Figure 1. Routed metal, one color a layer (run 1).
Drawn at 2 px/um. Two of the layers only.
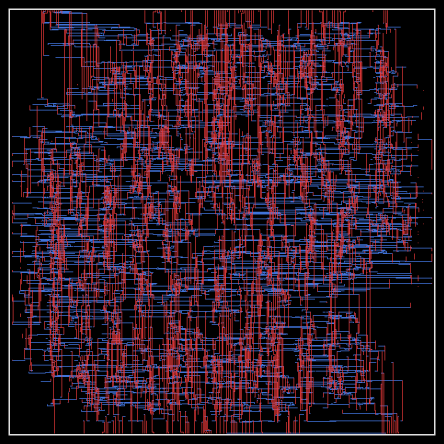
Figure 2. Sequential cells colored by netlist name (run 1).
Drawn at 3 px/um. Other sequential cells in the stronger gray, the rest of the logic in the fainter gray.
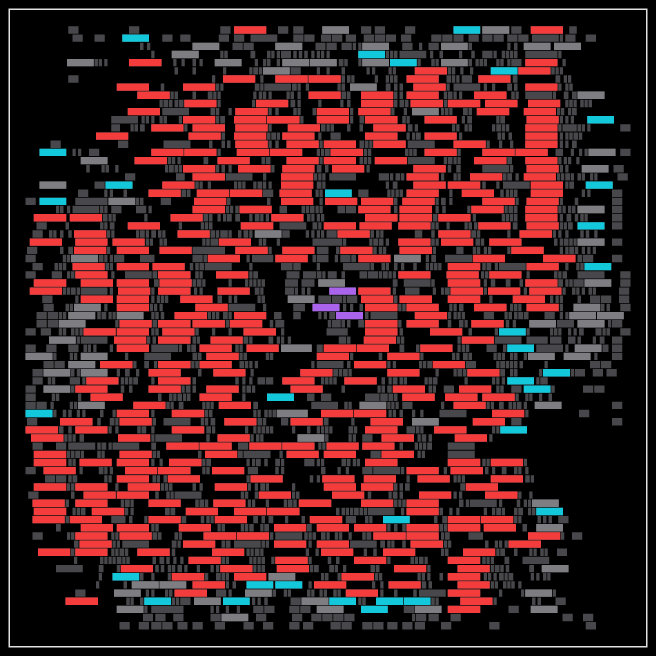
Figure 3. Cells colored by class (run 1).
Drawn at 1 px/um.
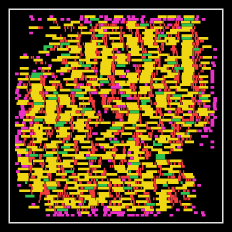
[src/rtl/acc_dispatch.sv]
// Accelerator command dispatcher: queues core commands in a small FIFO and issues
// each one to a free accelerator channel, round-robin, with per-channel busy tracking.
module acc_dispatch #(
    parameter int NUM_CH = 2,
    parameter int DEPTH  = 4,
    parameter int DW     = 32
) (
    input  logic                     clk,
    input  logic                     reset,
    input  logic                     cmd_valid,
    input  logic [DW-1:0]            cmd_instr,
    input  logic [DW-1:0]            cmd_startaddr,
    input  logic [DW-1:0]            cmd_datasize,
    output logic                     cmd_ready,
    output logic [NUM_CH-1:0]        acc_start,
    output logic [DW-1:0]            acc_instr,
    output logic [DW-1:0]            acc_startaddr,
    output logic [DW-1:0]            acc_datasize,
    input  logic [NUM_CH-1:0]        acc_done,
    output logic [NUM_CH-1:0]        ch_busy,
    output logic                     accbypass,
    output logic [$clog2(DEPTH):0]   fifo_count,
    output logic                     err_sticky
);

    localparam int PW = $clog2(DEPTH);
    localparam int CW = PW + 1;
    localparam int RW = (NUM_CH > 1) ? $clog2(NUM_CH) : 1;

    logic [3*DW-1:0]   mem_q [DEPTH];
    logic [PW-1:0]     wr_ptr_q, rd_ptr_q;
    logic [CW-1:0]     count_q, count_d;
    logic [RW-1:0]     rr_q, rr_d;
    logic [NUM_CH-1:0] busy_q, busy_d;
    logic [NUM_CH-1:0] start_q, start_d;
    logic [DW-1:0]     instr_q, addr_q, size_q;
    logic              err_q;

    logic              push;
    logic              dispatch;
    logic [RW-1:0]     winner;
    logic [NUM_CH-1:0] idle;
    logic [3*DW-1:0]   head;
    logic              err_set;

    // Space freed by a same-cycle pop is not offered to the push in that cycle.
    assign cmd_ready = (count_q != CW'(DEPTH));
    assign push      = cmd_valid && cmd_ready;
    assign idle      = ~busy_q | acc_done;
    assign head      = mem_q[rd_ptr_q];
    assign err_set   = (cmd_valid && !cmd_ready) || (|(acc_done & ~busy_q));

    // First idle channel at or after rr_q, wrapping.
    always_comb begin
        logic [RW-1:0] idx;
        dispatch = 1'b0;
        winner   = '0;
        idx      = '0;
        for (int k = 0; k < NUM_CH; k++) begin
            idx = RW'((int'(rr_q) + k) % NUM_CH);
            if (!dispatch && (count_q != '0) && idle[idx]) begin
                dispatch = 1'b1;
                winner   = idx;
            end
        end
    end

    // A done on the channel being re-dispatched this edge leaves it busy.
    always_comb begin
        busy_d  = busy_q & ~acc_done;
        start_d = '0;
        rr_d    = rr_q;
        if (dispatch) begin
            busy_d[winner]  = 1'b1;
            start_d[winner] = 1'b1;
            rr_d = (int'(winner) == NUM_CH - 1) ? '0 : winner + RW'(1);
        end
        count_d = count_q + CW'(push) - CW'(dispatch);
    end

    always_ff @(posedge clk) begin
        if (push) mem_q[wr_ptr_q] <= {cmd_instr, cmd_startaddr, cmd_datasize};
    end

    always_ff @(posedge clk or negedge reset) begin
        if (!reset) begin
            wr_ptr_q <= '0;
            rd_ptr_q <= '0;
            count_q  <= '0;
            rr_q     <= '0;
            busy_q   <= '0;
            start_q  <= '0;
            instr_q  <= '0;
            addr_q   <= '0;
            size_q   <= '0;
            err_q    <= 1'b0;
        end else begin
            if (push)     wr_ptr_q <= wr_ptr_q + PW'(1);
            if (dispatch) begin
                rd_ptr_q <= rd_ptr_q + PW'(1);
                instr_q  <= head[3*DW-1:2*DW];
                addr_q   <= head[2*DW-1:DW];
                size_q   <= head[DW-1:0];
            end
            count_q <= count_d;
            rr_q    <= rr_d;
            busy_q  <= busy_d;
            start_q <= start_d;
            if (err_set) err_q <= 1'b1;
        end
    end

    assign acc_start     = start_q;
    assign acc_instr     = instr_q;
    assign acc_startaddr = addr_q;
    assign acc_datasize  = size_q;
    assign ch_busy       = busy_q;
    assign fifo_count    = count_q;
    assign err_sticky    = err_q;
    assign accbypass     = (count_q == '0) && (start_q == '0) && (busy_q == '0);

endmodule

[config.mk]
export PLATFORM = sky130hd
export DESIGN_NAME = acc_dispatch
export DESIGN_NICKNAME = d
export VERILOG_FILES = /design/src/rtl/acc_dispatch.sv
export SDC_FILE = /design/constraint.sdc
export NUM_CORES = 1
export LEC_CHECK = 0
export ABC_AREA = 1
export CAP_MARGIN = 25
export CORE_MARGIN = 5
export CORE_UTILIZATION = 50
export DETAILED_ROUTE_END_ITERATION = 10
export PLACE_DENSITY = 0.68
export SLEW_MARGIN = 10
export SYNTH_ARGS = -nofsm -noshare
export SYNTH_HDL_FRONTEND = slang
export SYNTH_SLANG_ARGS = --single-unit
[constraint.sdc]
create_clock -name clk -period 6.9 [get_ports clk]
set_input_delay 1.035 -clock clk [delete_from_list [all_inputs] [get_ports clk]]
set_output_delay 1.035 -clock clk [all_outputs]
set_load 0.05 [all_outputs]
==> flow_summary.yaml, run 1 <==
# generated from flow reports
min_path:
  hold_depth: 2
  hold_class: "flop to flop"
  min_from: "err_sticky"
  holdPathEnd: "err_sticky"
cells_and_area:
  design_area_mm2: 0.0246
  n_all_inverters: 402
  fin_util_pct: 60.4
  logic_gate_count: 1012
  comb_area_share_pct: 17.1
  syn2layout_area_growth_pct: 20.4
  layout_top_cells: "789 x nand2_1, 400 x inv_1, 384 x edfxtp_1"
  final_layout_size_suffix_gt1_share_pct: 4.99
  seq_share_pct: 58.1
  mi_logic_area_mm2: 0.00420
  n_clock_buffer: 73
  diodes: 5
  seqCellArea_mm2: 0.0143
  buffer_area_share_pct: 9.10
  final_cell_count_no_fill: 2761
  buffers: 225
  fillers: 3244
  ff_count: 493
  lay_top_count: "nand2_1"
  area_dominant_class: "flip-flops and latches"
  clk_share_pct: 6.79
  nets: 2291
power:
  comb_power_w: 0.00466
  power.leakage_nw: 11.3
  pg_clk_w: 0.00272
  irDropWorstVdd_mv: 0.277
  p_seq_w: 0.00445
  power_leader: "combinational cells"
  switching_share_pct: 40.5
  p_comb_share_pct: 39.4
  power_frac_clock_pct: 23.0
  p_seq_share_pct: 37.6
  p_switching_w: 0.00479
  power_w: 0.0118
  powerDensity_mw_per_mm2: 481
  intPower_w: 0.00704
outcome:
  status: "finished clean"
setup_path:
  crit_family: "buffers and inverters"
  crit_buf_inv: 2
  startpoint_type: "flop"
  max_stage_delay_ns: 0.83
  startpoint: "fifo_count[1]"
  r2r_slack_ns: 4.00
  required_ns: 5.86
  worstSetupEndpointType: "output pin"
  r2r_end: "acc_instr[9]"
  crit_slowest_cell: "clkdlybuf4s50_1"
  cp_common_cell: "nand2_1"
  worstPathCellList: "inv_1, nand2_1, nor2_2, nand2_1, nor3_1, clkdlybuf4s50_1"
  crit_fanout: 4
  cp.depth: 6
  worst-setup-path-type: "flop to output pin"
  worst-r2r-cell-count: 7
  cp.arrival_ns: 2.59
  r2r_start: "rd_ptr_q[0]"
synth:
  ys_cells: 1991
  top_area_share_pct: 56.5
  ys_sh_xor_pct: 0.172
  ys_seq_share_pct: 69.9
  synth-compound-area-share_pct: 0.196
  netlist_top_cells_count: "789 x nand2_1, 400 x inv_1, 384 x edfxtp_1"
  numSynthFlops: 493
  area_leaders: "edfxtp_1 56%, nand2_1 15%, dfrtp_1 13%"
  synth.distinct_cells: 25
  syn-num-nets: 2098
  simple_gate_share_pct: 19.7
  ys_chip_area_mm2: 0.0204
  synthCells: 1991
  mux_area_share_pct: 0
  yosysWarnings: 0
  ys_async_sr_fraction_pct: 22.1
  topCombFamilyByArea: "simple AND/OR/NAND/NOR gates"
  synthFlopType: "edfxtp_1"
  adder_share_pct: 0.405
  yosysMostFrequentCell: "nand2_1"
  synth_area_mm2: 0.0204
  yosysTopAreaCell: "edfxtp_1"
  edf_count: 384
  postSynthAreaPerCell_um2: 10.3
clocking:
  ctsHoldBuffers: 0
  clk_latency_ns: 0.58
  cts.repair.resized: 0
  cts_sinks: 493
  clk_pin_slew_ns: 0.06
  root_buffer: "clkbuf_16"
  cts_max_path_buffers: 3
  post_cts_buffers: 0
  cts-htree-levels: 2
  cts_tree: "done"
  numCtsBuffers: 50
timing:
  fin_crit_ns: 3.63
  relSlewSlack_pct: 35.8
  fmax_ghz: 0.275
  slew_viol_final: 0
  period_used_pct: 52.6
  hold_violations: 0
  rsz0062_at_grt: "no"
  tightest_slew_ns: 0.963
  fin_skew_ns: 0.0162
  setup_violations: 0
  setup_tns_ns: 0
global_route:
  grt_pass1_wl_um: 71500
  first_global_vias: 13300
  grt_max_degree: 109
  antenna_found_initial: 8
  overflow: 0
floorplanning:
  dieHeight_um: 212
  fp.dieW_um: 212
  core-area_mm2: 0.0406
  tap_cells: 532
  rows: 74
  floorplan.core_util_pct: 50.2
  floorplan.die_area_mm2: 0.0450
  pin_count: 207
job:
  tool_warnings: 31
  cap_violations: 0
placement:
  place.gp.congestion: 0.749
  placed_cell_area_mm2: 0.0229
  dp_cells: 2663
  dp_hpwl_um: 27000
  port_buffers: 206
route:
  drcViolationCount: 0
  wl_per_cell_um: 16.5
  postRouteAntennaNets: 0
  drtPass1Iterations: 5
  vias_per_cell: 4.82
  drt-initial-drc-count: 793
## Picture notes: Figure 1
| color | layer | wire length |
|---|---|---|
| blue | M1 | 19400 um |
| red | M2 | 22.1 mm |
Routed WL: 45500 um
total number of vias: 13.3k
GRT Resource Usage Total: 20.3%

## Picture notes: Figure 2
| color | netlist name | sequential cells |
|---|---|---|
| purple | fifo_count | 3 |
| cyan | acc_instr | 32 |
| red | mem_q | 384 |
not colored: 74

## Picture notes: Figure 3
| color | class | cells | share of their area |
|---|---|---|---|
| magenta | remaining buffers and delay cells | 225 | 9.4% |
| red | remaining logic cells | 1414 | 24% |
| yellow | registers | 493 | 60% |
| green | clock drivers and dummy loads | 92 | 7.0% |

-- run 1: metal layers --
metal	part of all wire (%)	GRT usage [%]	up-vias
met3	5.9	3.57	74
li1	-	-	6538
met4	2.9	7.53	6
met1	43	26.9	6347
met5	0.083	0	-
met2	49	34.0	330
-- run 1: through the flow --
step | hold WS (ns) | worst slack (ns)
2_1_floorplan | 0.449 | 0.821
3_3_place_gp | 0.446 | 3.09
3_5_place_dp | 0.452 | 3.13
4_1_cts | 0.465 | 3.25
5_1_grt | 0.499 | 3.14
6_report | 0.457 | 3.27
-- run 1: sequential cells by signal (all words and copies together), names as in the netlist --
register / flops
ch_busy: 2
err_sticky: 1
rr_q: 1
acc_start: 2
rd_ptr_q: 2
acc_startaddr: 32
acc_datasize: 32
fifo_count: 3
mem_q: 384
acc_instr: 32
wr_ptr_q: 2
Figure 4. Placed standard cells (run 1).
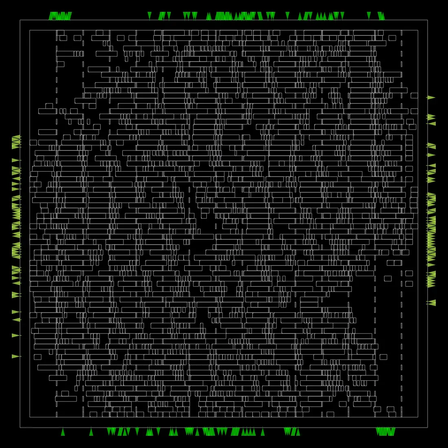

## Run 2: what changed since run 1
--- a/config.mk
+++ b/config.mk
@@ -10,7 +10,7 @@
 export CORE_MARGIN = 5
 export CORE_UTILIZATION = 50
 export DETAILED_ROUTE_END_ITERATION = 10
-export PLACE_DENSITY = 0.68
+export PLACE_DENSITY = 0.7
 export SLEW_MARGIN = 10
 export SYNTH_ARGS = -nofsm -noshare
 export SYNTH_HDL_FRONTEND = slang
==> constraint.sdc (replaced) <==
create_clock -name clk -period 3.25 [get_ports clk]
set_input_delay 0.4875 -clock clk [delete_from_list [all_inputs] [get_ports clk]]
set_output_delay 0.4875 -clock clk [all_outputs]
set_load 0.05 [all_outputs]
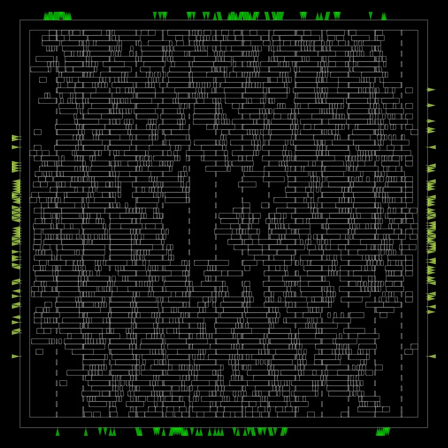
Figure 5: run 2, placed standard cells.
fraction of area in registers: 57.5%
fillers: 3203
# Taps: 532

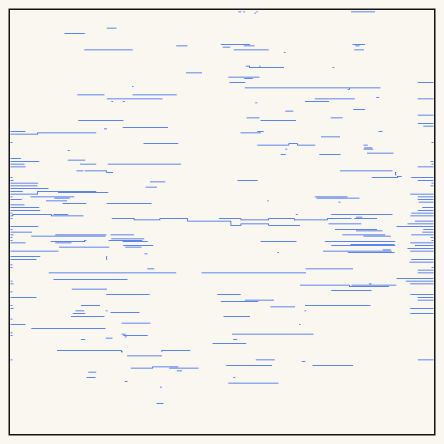
Figure 6: run 2, the metal 3 layer.
Drawn at 2 px/um.
wire length on this layer: 3000 um
share of all routed wire: 6.5%

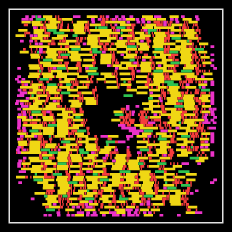
Figure 7: run 2, cells colored by class.
Drawn at 1 px/um.
| color | class | cells | share of their area |
|---|---|---|---|
| green | clock drivers and dummy loads | 94 | 7.3% |
| red | remaining logic cells | 1414 | 24% |
| magenta | remaining buffers and delay cells | 229 | 9.9% |
| yellow | registers | 493 | 59% |

==> flow_summary.yaml, run 2 <==
# generated from flow reports
synth:
  postSynthAreaPerCell_um2: 10.3
  top_area_share_pct: 56.5
  yosysTopAreaCell: "edfxtp_1"
  edf_count: 384
  syn-num-nets: 2098
  yosysMostFrequentCell: "nand2_1"
  area_leaders: "edfxtp_1 56%, nand2_1 15%, dfrtp_1 13%"
  ys_chip_area_mm2: 0.0204
  synthFlopType: "edfxtp_1"
power:
  pg_clk_w: 0.00601
  power_leader: "combinational cells"
  power.leakage_nw: 11.4
  powerDensity_mw_per_mm2: 1030
  p_switching_w: 0.0103
clocking:
  cts_tree: "done"
  cts-htree-levels: 2
  clk_latency_ns: 0.58
  cts_max_path_buffers: 3
  clk_pin_slew_ns: 0.06
setup_path:
  crit_buf_inv: 1
  r2r_slack_ns: 1.04
  worst-r2r-cell-count: 11
  crit_fanout: 4
  r2r_end: "fifo_count[2]"
  worstPathCellList: "nor2_1, nand2_2, clkdlybuf4s50_1"
  required_ns: 2.76
  r2r_start: "fifo_count[1]"
timing:
  fin_skew_ns: 0.0109
  hold_violations: 0
  whs_ns: 0.473
  setup_violations: 0
cells_and_area:
  syn2layout_area_growth_pct: 21.6
  nets: 2295
  seqCellArea_mm2: 0.0143
  area_dominant_class: "flip-flops and latches"
  final_layout_size_suffix_gt1_share_pct: 5.29
  logic_gate_count: 1012
  design_area_mm2: 0.0248
  comb_area_share_pct: 16.9
  clk_share_pct: 7.11
  lay_top_count: "nand2_1"
  n_clock_buffer: 78
placement:
  place_ws_ns: 0.673
  dp_hpwl_um: 25900
  port_buffers: 206
  placed_cell_area_mm2: 0.0230
route:
  drtPass1Iterations: 5
  drt-initial-drc-count: 918
  postRouteAntennaNets: 0
  dr_wl_met3_um: 3000
  vias_per_cell: 4.86
  highest_layer: "met4"
  wl_met1_um: 19400
global_route:
  overflow: 0
  use_met3_pct: 3.91
min_path:
  min_from: "acc_datasize[12]"
  hold_depth: 2
job:
  tool_warnings: 32
floorplanning:
  floorplan.die_area_mm2: 0.0450
  floorplan.core_util_pct: 50.2
  fp.dieW_um: 212
outcome:
  status: "finished clean"
## run 2: what timing repair did
| action | in CTS | in global routing |
|---|---|---|
| hold buffers | 1 | 0 |
| hold endpoints to repair | 62 | 0 |
| setup endpoints to repair | 0 | 1 |
| gates resized | 0 | 1 |
| setup buffers | 0 | 0 |
## run 2: logic make-up (layout without fill, tap and decap cells)
kind of cell,count (synthesis),after routing,share of synthesized area (%)
compound gates,5,5,0.196
xor+xnor,4,4,0.172
fa+ha+maj,6,6,0.405
buf+inv,486,725,9.69
flops,493,493,69.9
other cells,0,2,0
simple gates,997,997,19.7
Figure 8. Sequential cells colored by netlist name (run 2).
Drawn at 3 px/um. Other sequential cells in the stronger gray, the rest of the logic in the fainter gray.
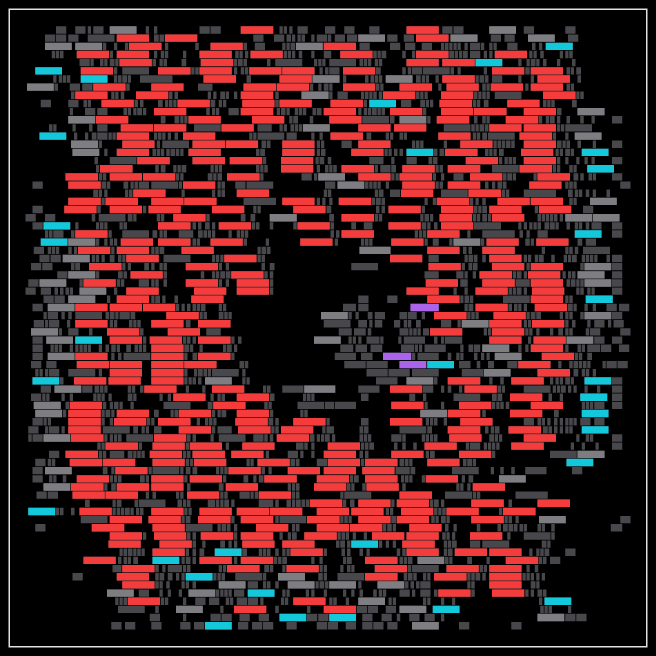

## Run 3: what changed since run 2
==> constraint.sdc (replaced) <==
create_clock -name clk -period 2.2 [get_ports clk]
set_input_delay 0.33 -clock clk [delete_from_list [all_inputs] [get_ports clk]]
set_output_delay 0.33 -clock clk [all_outputs]
set_load 0.05 [all_outputs]
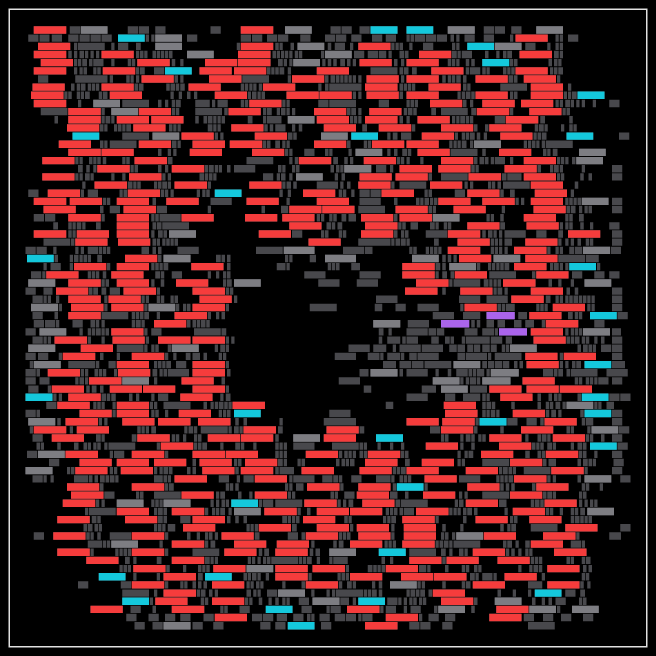
Figure 9: run 3, sequential cells colored by netlist name.
Drawn at 3 px/um. Other sequential cells in the stronger gray, the rest of the logic in the fainter gray.
| color | netlist name | sequential cells |
|---|---|---|
| purple | fifo_count | 3 |
| cyan | acc_instr | 32 |
| red | mem_q | 384 |
fin util: 62.3%
sequential logic power: 0.0138 W
Flop area: 0.0143 mm2
fraction of area in registers: 56.4%

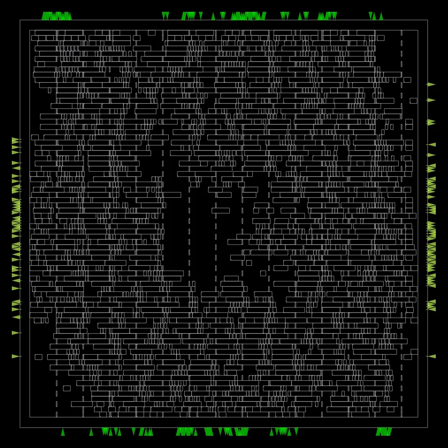
Figure 10: run 3, placed standard cells.
registers: 493
Std-Cell Rows: 74

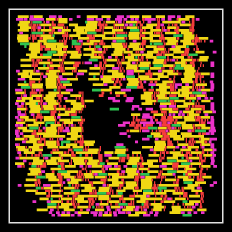
Figure 11: run 3, cells colored by class.
Drawn at 1 px/um.
| color | class | cells | share of their area |
|---|---|---|---|
| yellow | registers | 493 | 58% |
| red | remaining logic cells | 1414 | 24% |
| magenta | remaining buffers and delay cells | 267 | 12% |
| green | clock drivers and dummy loads | 92 | 6.7% |

==> flow_summary.yaml, run 3 <==
# generated from flow reports
placement:
  dp_cells: 2700
  port_buffers: 206
  dp_hpwl_um: 28000
  placed_cell_area_mm2: 0.0236
  place.gp.congestion: 0.760
outcome:
  status: "finished clean"
timing:
  slew_viol_final: 0
  setup_tns_ns: 0
  hold_violations: 0
  setup_violations: 0
  rsz0062_at_grt: "yes"
  tightest_slew_ns: 0.676
  whs_ns: 0.272
  relSlewSlack_pct: 54.9
floorplanning:
  core-area_mm2: 0.0406
  dieHeight_um: 212
  pin_count: 207
  floorplan.die_area_mm2: 0.0450
  fp.dieW_um: 212
  floorplan.core_util_pct: 50.2
setup_path:
  cp.depth: 1
  crit_family: "buffers and inverters"
  crit_fanout: 2
  worstSetupEndpointType: "output pin"
  required_ns: 1.87
  startpoint: "acc_instr[13]"
  r2r_end: "fifo_count[2]"
  crit_slowest_cell: "clkdlybuf4s50_1"
  crit_buf_inv: 1
  r2r_slack_ns: 0.17
  worst-r2r-cell-count: 11
  worst-setup-path-type: "flop to output pin"
synth:
  syn-num-nets: 2098
  ys_cells: 1991
  mux_area_share_pct: 0
  yosysMostFrequentCell: "nand2_1"
  postSynthAreaPerCell_um2: 10.3
  ys_sh_xor_pct: 0.172
  adder_share_pct: 0.405
  numSynthFlops: 493
  synth_area_mm2: 0.0204
  synth-compound-area-share_pct: 0.196
  ys_seq_share_pct: 69.9
  netlist_top_cells_count: "789 x nand2_1, 400 x inv_1, 384 x edfxtp_1"
  ys_async_sr_fraction_pct: 22.1
  simple_gate_share_pct: 19.7
  synth.distinct_cells: 25
  ys_chip_area_mm2: 0.0204
  top_area_share_pct: 56.5
  area_leaders: "edfxtp_1 56%, nand2_1 15%, dfrtp_1 13%"
global_route:
  use_met3_pct: 3.88
  antenna_found_initial: 6
  grt_use_met2_pct: 36.2
  use_met1_pct: 27.8
  grt_pass1_wl_um: 74300
  overflow: 0
route:
  via_count: 13700
  vias_per_cell: 4.88
  drt-initial-drc-count: 800
  postRouteAntennaNets: 0
  dr_wl_met3_um: 3090
  route.met2.wl_um: 23700
  wl_per_cell_um: 16.9
  wl_met1_um: 19300
  routed_wl_um: 47200
  drcViolationCount: 0
clocking:
  cts-htree-levels: 2
  cts_max_path_buffers: 3
  cts_tree: "done"
  root_buffer: "clkbuf_16"
  numCtsBuffers: 49
  cts_sinks: 493
  clk_latency_ns: 0.58
cells_and_area:
  final_layout_size_suffix_gt1_share_pct: 7.59
  fillers: 3166
  final_cell_count_no_fill: 2801
  lay_top_count: "nand2_1"
  layout_top_cells: "783 x nand2_1, 398 x inv_1, 384 x edfxtp_1"
  design_area_mm2: 0.0253
  syn2layout_area_growth_pct: 24.1
  top_register: "mem_q"
  nets: 2332
  mi_logic_area_mm2: 0.00428
  largest_reg_flops: 384
power:
  powerDensity_mw_per_mm2: 1510
  irDropWorstVdd_mv: 1.13
  comb_power_w: 0.0159
  power_w: 0.0383
  power.leakage_nw: 11.7
  p_comb_share_pct: 41.6
  power_leader: "combinational cells"
  intPower_w: 0.0228
  switching_share_pct: 40.3
job:
  tool_warnings: 35
  cap_violations: 0
min_path:
  hold_class: "primary input to asynchronous set/reset pin"
-- run 3: cell types whose count changed in the layout (fill, tap and decap cells not counted), sizes merged --
cell and delta:
inv +1, dlygate4sd2 +5, bufinv -1, diode +1, clkinvlp +2, clkdlybuf4s50 -10
clkinv +1, buf +42, clkbuf -5, dlymetal6s2s +1
-- run 3: cell type report --
type,count,area share [%]
sequential,493,56.4
clock inverter,19,0.786
inverter,402,5.99
timing repair buffer,267,11.6
tap,532,2.63
multi-input combinational,1012,16.9
clock buffer,73,5.76
antenna,3,0.0296
-- run 3: what timing repair did --
action	CTS	global route
endpoints found under the hold margin	39	0
endpoints found under the setup margin	6	3
buffers inserted	0	5
gates resized	7	9
pin swaps	0	4
hold buffers	1	0
Power and IR drop assume default switching activity.
